floorplan.png
Scale: 4 px per um. Pins as bars on the die edge.
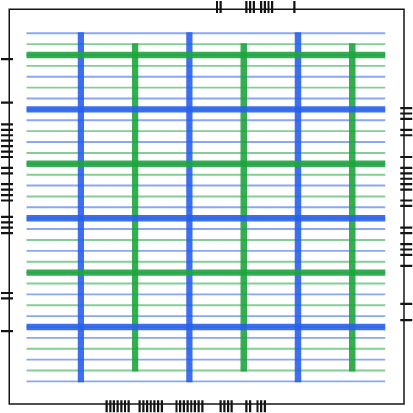
route_heat.png
Scale: 4 px per um. 20 x 20 tiles, from dark purple (low) to yellow (high), scaled to the fullest tile. Values are wire area over tile area, all layers added.
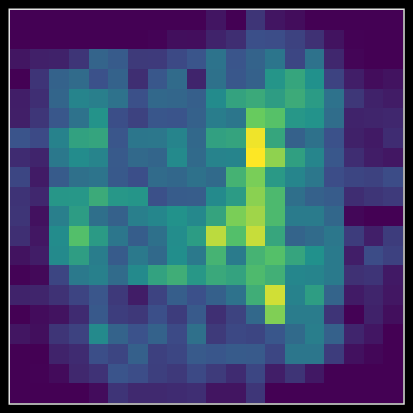
placed.png
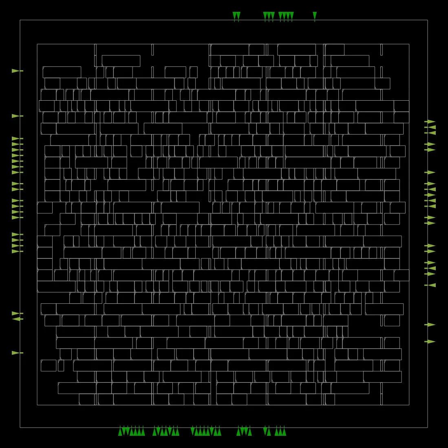
closeup.png
Region (24, 44) to (74, 94) um. Cells in gray, sequential cells in the stronger gray; small squares are vias.
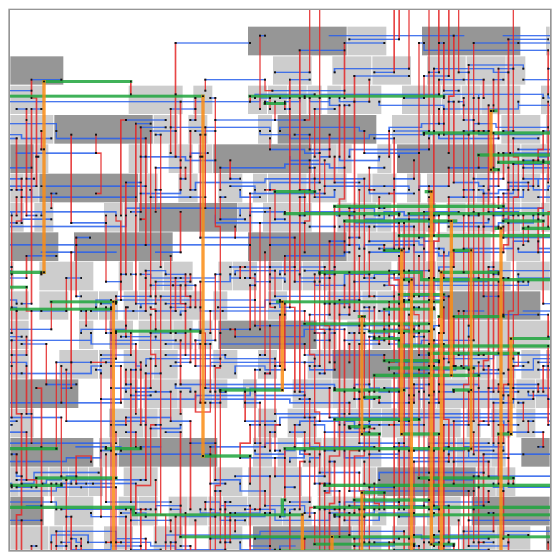
sizing.png
Scale: 3 px per um.
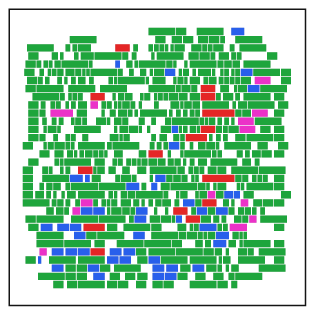
===== src/rtl/retro_mem_pkg.sv =====
// Shared types for the RetroMemoryPort copy/fill engine: FSM state encoding
// and the byte write-enable mask helper.
package retro_mem_pkg;

    typedef enum logic [2:0] {
        IDLE,
        READ,
        RWAIT,
        WRITE,
        DONE
    } copy_state_t;

    localparam int MaxMaskBytes = 64;

    function automatic logic [MaxMaskBytes-1:0] write_mask(input int bytes);
        logic [MaxMaskBytes-1:0] m;
        m = '0;
        for (int i = 0; i < MaxMaskBytes; i++) begin
            if (i < bytes) m[i] = 1'b1;
        end
        return m;
    endfunction

endpackage


===== src/rtl/retro_mem_copy_engine.sv =====
// Block copy / block fill master for a single RetroMemoryPort target.
// Copy moves one word per read-then-write pair; fill streams constant writes.
module retro_mem_copy_engine
    import retro_mem_pkg::*;
#(
    parameter int AddressBusWidth = 12,
    parameter int DataBusWidth    = 1,
    parameter int LengthWidth     = 13
) (
    input  logic                         Clk,
    input  logic                         Reset,
    input  logic                         Start,
    input  logic                         Fill,
    input  logic [AddressBusWidth-1:0]   SrcAddr,
    input  logic [AddressBusWidth-1:0]   DstAddr,
    input  logic [LengthWidth-1:0]       Length,
    input  logic [DataBusWidth*8-1:0]    FillValue,
    input  logic                         Abort,
    output logic                         Busy,
    output logic                         Done,
    output logic                         MemAccess,
    output logic [DataBusWidth-1:0]      MemWrite,
    output logic [AddressBusWidth-1:0]   MemAddress,
    output logic [DataBusWidth*8-1:0]    MemDin,
    input  logic [DataBusWidth*8-1:0]    MemDout,
    input  logic                         MemReady,
    input  logic                         MemDataReady
);

    localparam int DataWidth = DataBusWidth * 8;
    localparam logic [DataBusWidth-1:0]    WriteMask = DataBusWidth'(write_mask(DataBusWidth));
    localparam logic [AddressBusWidth-1:0] AddrStep  = AddressBusWidth'(1);
    localparam logic [LengthWidth-1:0]     LenOne    = LengthWidth'(1);

    copy_state_t                 state, state_next;
    logic                        fill_mode, fill_mode_next;
    logic [AddressBusWidth-1:0]  src, src_next;
    logic [AddressBusWidth-1:0]  dst, dst_next;
    logic [LengthWidth-1:0]      remaining, remaining_next;
    logic [DataWidth-1:0]        hold, hold_next;
    logic [DataWidth-1:0]        fill_value, fill_value_next;
    logic                        busy_next, done_next, access_next;
    logic [DataBusWidth-1:0]     write_next;
    logic [AddressBusWidth-1:0]  address_next;
    logic                        accepted;

    assign accepted = MemAccess && MemReady;

    // Both sources are flops that only change while no write is pending.
    assign MemDin = fill_mode ? fill_value : hold;

    always_ff @(posedge Clk or posedge Reset) begin
        if (Reset) begin
            state      <= IDLE;
            fill_mode  <= 1'b0;
            src        <= '0;
            dst        <= '0;
            remaining  <= '0;
            hold       <= '0;
            fill_value <= '0;
            Busy       <= 1'b0;
            Done       <= 1'b0;
            MemAccess  <= 1'b0;
            MemWrite   <= '0;
            MemAddress <= '0;
        end else begin
            state      <= state_next;
            fill_mode  <= fill_mode_next;
            src        <= src_next;
            dst        <= dst_next;
            remaining  <= remaining_next;
            hold       <= hold_next;
            fill_value <= fill_value_next;
            Busy       <= busy_next;
            Done       <= done_next;
            MemAccess  <= access_next;
            MemWrite   <= write_next;
            MemAddress <= address_next;
        end
    end

    always_comb begin
        state_next      = state;
        fill_mode_next  = fill_mode;
        src_next        = src;
        dst_next        = dst;
        remaining_next  = remaining;
        hold_next       = hold;
        fill_value_next = fill_value;
        busy_next       = Busy;
        done_next       = 1'b0;
        access_next     = MemAccess;
        write_next      = MemWrite;
        address_next    = MemAddress;

        unique case (state)
            IDLE: begin
                if (Start && !Abort) begin
                    fill_mode_next  = Fill;
                    src_next        = SrcAddr;
                    dst_next        = DstAddr;
                    remaining_next  = Length;
                    fill_value_next = FillValue;
                    busy_next       = 1'b1;
                    if (Length == '0) begin
                        state_next = DONE;
                    end else if (Fill) begin
                        state_next   = WRITE;
                        access_next  = 1'b1;
                        write_next   = WriteMask;
                        address_next = DstAddr;
                    end else begin
                        state_next   = READ;
                        access_next  = 1'b1;
                        write_next   = '0;
                        address_next = SrcAddr;
                    end
                end
            end
            READ: begin
                // A read accepted without a data beat stays here and is reissued.
                if (accepted && MemDataReady) begin
                    state_next  = RWAIT;
                    access_next = 1'b0;
                end
            end
            RWAIT: begin
                hold_next    = MemDout;
                state_next   = WRITE;
                access_next  = 1'b1;
                write_next   = WriteMask;
                address_next = dst;
            end
            WRITE: begin
                if (accepted) begin
                    src_next       = src + AddrStep;
                    dst_next       = dst + AddrStep;
                    remaining_next = remaining - LenOne;
                    if (remaining == LenOne) begin
                        state_next  = DONE;
                        access_next = 1'b0;
                        write_next  = '0;
                    end else if (fill_mode) begin
                        address_next = dst + AddrStep;
                    end else begin
                        state_next   = READ;
                        write_next   = '0;
                        address_next = src + AddrStep;
                    end
                end
            end
            DONE: begin
                state_next = IDLE;
                done_next  = 1'b1;
                busy_next  = 1'b0;
            end
            default: state_next = IDLE;
        endcase

        // Counters above still advance if a write is accepted on the abort edge.
        if (Abort && state != IDLE) begin
            state_next  = IDLE;
            access_next = 1'b0;
            write_next  = '0;
            busy_next   = 1'b0;
            done_next   = 1'b0;
        end
    end

endmodule


===== config.mk =====
export PLATFORM = sky130hd
export DESIGN_NAME = retro_mem_copy_engine
export DESIGN_NICKNAME = d
export VERILOG_FILES = /design/src/rtl/retro_mem_pkg.sv /design/src/rtl/retro_mem_copy_engine.sv
export SDC_FILE = /design/constraint.sdc
export NUM_CORES = 1
export LEC_CHECK = 0
export CAP_MARGIN = 30
export CORE_MARGIN = 4
export CORE_UTILIZATION = 58
export CTS_CLUSTER_DIAMETER = 200
export CTS_CLUSTER_SIZE = 8
export DETAILED_ROUTE_END_ITERATION = 10
export PLACE_DENSITY = 0.87
export SKIP_CTS_REPAIR_TIMING = 1
export SLEW_MARGIN = 20
export SYNTH_ARGS = -nofsm -noshare
export SYNTH_HDL_FRONTEND = slang
export SYNTH_SLANG_ARGS = --single-unit

===== constraint.sdc =====
create_clock -name Clk -period 6.2 [get_ports Clk]
set_clock_uncertainty 0.05 [all_clocks]
set_input_delay 0.62 -clock Clk [delete_from_list [all_inputs] [get_ports Clk]]
set_output_delay 0.62 -clock Clk [all_outputs]
set_load 0.01 [all_outputs]

==> impl_metrics.toml <==
# yosys + openroad results
[power_and_ir_drop]
p_total_w = 0.002839
p_per_area_nw_per_um2 = 487.5
leakagePower_nw = 2.273

[drt]
postRouteWirelength_um = 13430
dr.pass1.iters = 6
ant_nets = 0
drtIter0Drc = 485
drc = 0
wl_per_cell_um = 19.19
vias_per_cell = 6.556

[placed_design]
pre_cts_ws_ps = 2989
gp_congestion = 0.9145
dp_hpwl_um = 9151
postPlaceCellArea_um2 = 5554
port_buffers = 83

[worst_setup_path]
worstSetupPathType = "flop to primary output"
cp.arrival_ps = 2110
regToRegSetupSlack_ps = 3430
cp_num_cells = 3
startpoint_type = "flop"
critPathTopFamily = "buffers and inverters"
path_cells = "buf_4, mux2_2, clkdlybuf4s50_1"
rr_startpoint = "state[1]$_DFFE_PP0P_"
worstSetupStartpoint = "fill_mode$_DFFE_PP0P_"
end_kind = "primary output"
slowest_delay_ps = 550
critPathRequiredTime_ps = 5530
path_buffers = 2
reg2reg_depth = 7
r2r-end = "MemAddress[1]$_DFFE_PP0P_"
critPathMaxFanout = 20
cp_slowest_cell = "dfrtp_1"

[min_path]
whs_path_depth = 1
min-delay-start = "fill_value[7]$_DFFE_PP0P_"
hold_path.class = "flop to flop"
hold_end = "fill_value[7]$_DFFE_PP0P_"

[flow_run]
warnings = 27
max-cap-violations = 0

[status]
status = "completed"

[synthesis]
ys_warn_count = 0
synthDistinctLibCells = 71
synth.cell_area_um2 = 4728
fp_nets = 595
yosys_most_used_dff = "dfrtp_1"
postSynthSeqShare = 0.3863
syn_area_per_cell_um2 = 8.904
top_cells_by_count = "dfrtp_1 (73), a21oi_1 (52), nor2_1 (47)"
synth-area-yosys_um2 = 4728
async_reset_ff_frac = 1.000
synth_cells = 531
edf_count = 0
ys_cells = 531
area_leaders = "dfrtp_1 (39%), mux2_2 (6.4%), a21oi_1 (5.5%)"
synth_top_area_share = 0.3863
synth_top_cell_by_count = "dfrtp_1"
synth-seq-cells = 73
top_area_cell = "dfrtp_1"

[global_routing]
gr-total-overflow = 0
grt_pass1_vias = 4439
grt_max_degree = 74
antenna_found_initial = 0
grt_first_pass_wirelength_um = 21760

[sta]
setup_tns_ps = 0
tightest_slew_ps = 997.5
final-max-slew-violation-count = 0
whs_ps = 459.1
min_period_ps = 2777
hold_viol_final = 0
rsz0062_at_grt = "false"
period_used_share = 0.4479
relSlewSlack = 0.3329
max_freq_mhz = 360.1
finalSetupViolations = 0

[clock_network]
htreeDepth = 3
clock-root-buffer = "clkbuf_8"
numCtsBuffers = 9
cts_tree = "built"
insertion_delay_ps = 370
clk_pin_slew_ps = 80
cts.sinks = 73
clockBufferDepth = 2

[floorplan]
ios = 84
fp_util = 0.6056
die-area_um2 = 9661

[layout]
antenna_cells = 0
drive_gt1_frac = 0.1254
fillers = 566
final_nets = 657
area_delta_synth_final_pct = 23.15
Notes on floorplan.png above:
legend:
  green:
    net: VDD
  blue:
    net: VSS
met4 straps: 6
met1 rails: 33
met5 straps: 6
rows: 32
VDD IR-drop max: 0.0002325 V
core area: 7807 um^2
die width: 98.29 um

Notes on route_heat.png above:
emptiest ninth of the die: lower left
nearly empty tiles: 15%
tiles over half the peak: 16%
densest ninth of the die: center
vias: 4589
gr usage total: 0.2784

Notes on placed.png above:
Cell Rows: 32
tap cells: 102

Notes on closeup.png above:
legend:
  green:
    layer: M3
  red:
    layer: M2
  orange:
    layer: M4
  blue:
    layer: M1
netlist names of flops here include: src (10), dst (7), remaining (3)
most frequent: a21oi_1 (21), dfrtp_1 (20)
sequential cells in the window: 20
cells with their middle in the window: 216

Notes on sizing.png above:
legend:
  blue:
    size: x2
    cells: 47
    share: 7.9%
  red:
    size: x6 and larger
    cells: 15
    share: 2.5%
  magenta:
    size: x3 and x4
    cells: 13
    share: 2.2%
  green:
    size: x1 and smaller
    cells: 523
    share: 87%
non-clock buffer count: 90
worst setup margin: 3423 ps
design area: 5823 um^2

## state kept, by name (all words and copies together) (netlist names)
name,cells
remaining,13
MemAddress,12
dst,12
src,12
fill_value,8
hold,8
state,3
Busy,1
Done,1
MemAccess,1
MemWrite,1
fill_mode,1
## layer usage
metal,vias to the layer above,share of wire,GRT usage
li1,2089,-,-
met1,2151,0.39,0.3646
met2,285,0.47,0.4472
met3,64,0.10,0.06071
met4,0,0.040,0.1155
met5,-,0,0
## report_power, final
part | internal (W) | leakage, nW | total [W] | switching, W
sequential | 0.000705 | 0.861 | 0.000989 | 0.000283
clock | 0.000247 | 0.115 | 0.000441 | 0.000194
combinational | 0.000675 | 1.30 | 0.00141 | 0.000735
## cell families after synthesis
group | count (synthesis) | share of synthesized area
DFF | 73 | 0.3863
muxes | 47 | 0.1109
AOI/OAI and AO/OA | 171 | 0.2286
and+or+nand+nor | 172 | 0.1921
buffers and inverters | 51 | 0.04736
xor gates and xnor gates | 13 | 0.02408
adders and majority gates | 4 | 0.01059
## worst max-delay path by stage
stage	end	slack (ps)
CTS	dst[11]$_DFFE_PP0P_	2970
global placement	dst[11]$_DFFE_PP0P_	3140
finish	MemDin[2]	3420
floorplan	Busy$_DFFE_PP0P_	3680
global route	MemAddress[1]$_DFFE_PP0P_	3260
detailed placement	dst[11]$_DFFE_PP0P_	2990
## cell type report
type / count / area (um^2) / share of cell area
well taps: 102 / 127.6 / 0.02192
clock buffers: 11 / 151.4 / 0.02600
multi-input cells: 407 / 2686 / 0.4613
repair buffers: 90 / 908.4 / 0.1560
inverters: 12 / 45.04 / 0.007735
clock inverters: 5 / 77.57 / 0.01332
flip-flops and latches: 73 / 1827 / 0.3137
## cell usage in the layout (no fill, tap or decap), types with 18 or more instances in the layout
cell type and n:
nor3_1 20, nand3_1 18, o21ai_0 33, dfrtp_1 73
a21oi_1 52, a31oi_1 18, nand2_1 33, mux2_2 27
nor2_1 47, clkdlybuf4s50_1 83
## through the flow
stage	util	cells
CTS	0.7407	698
floorplan	-	531
global placement	0.7114	682
global route	0.7458	700
detailed placement	0.7114	682
finish	0.7458	700
Power is estimated from default activity; no workload was simulated.
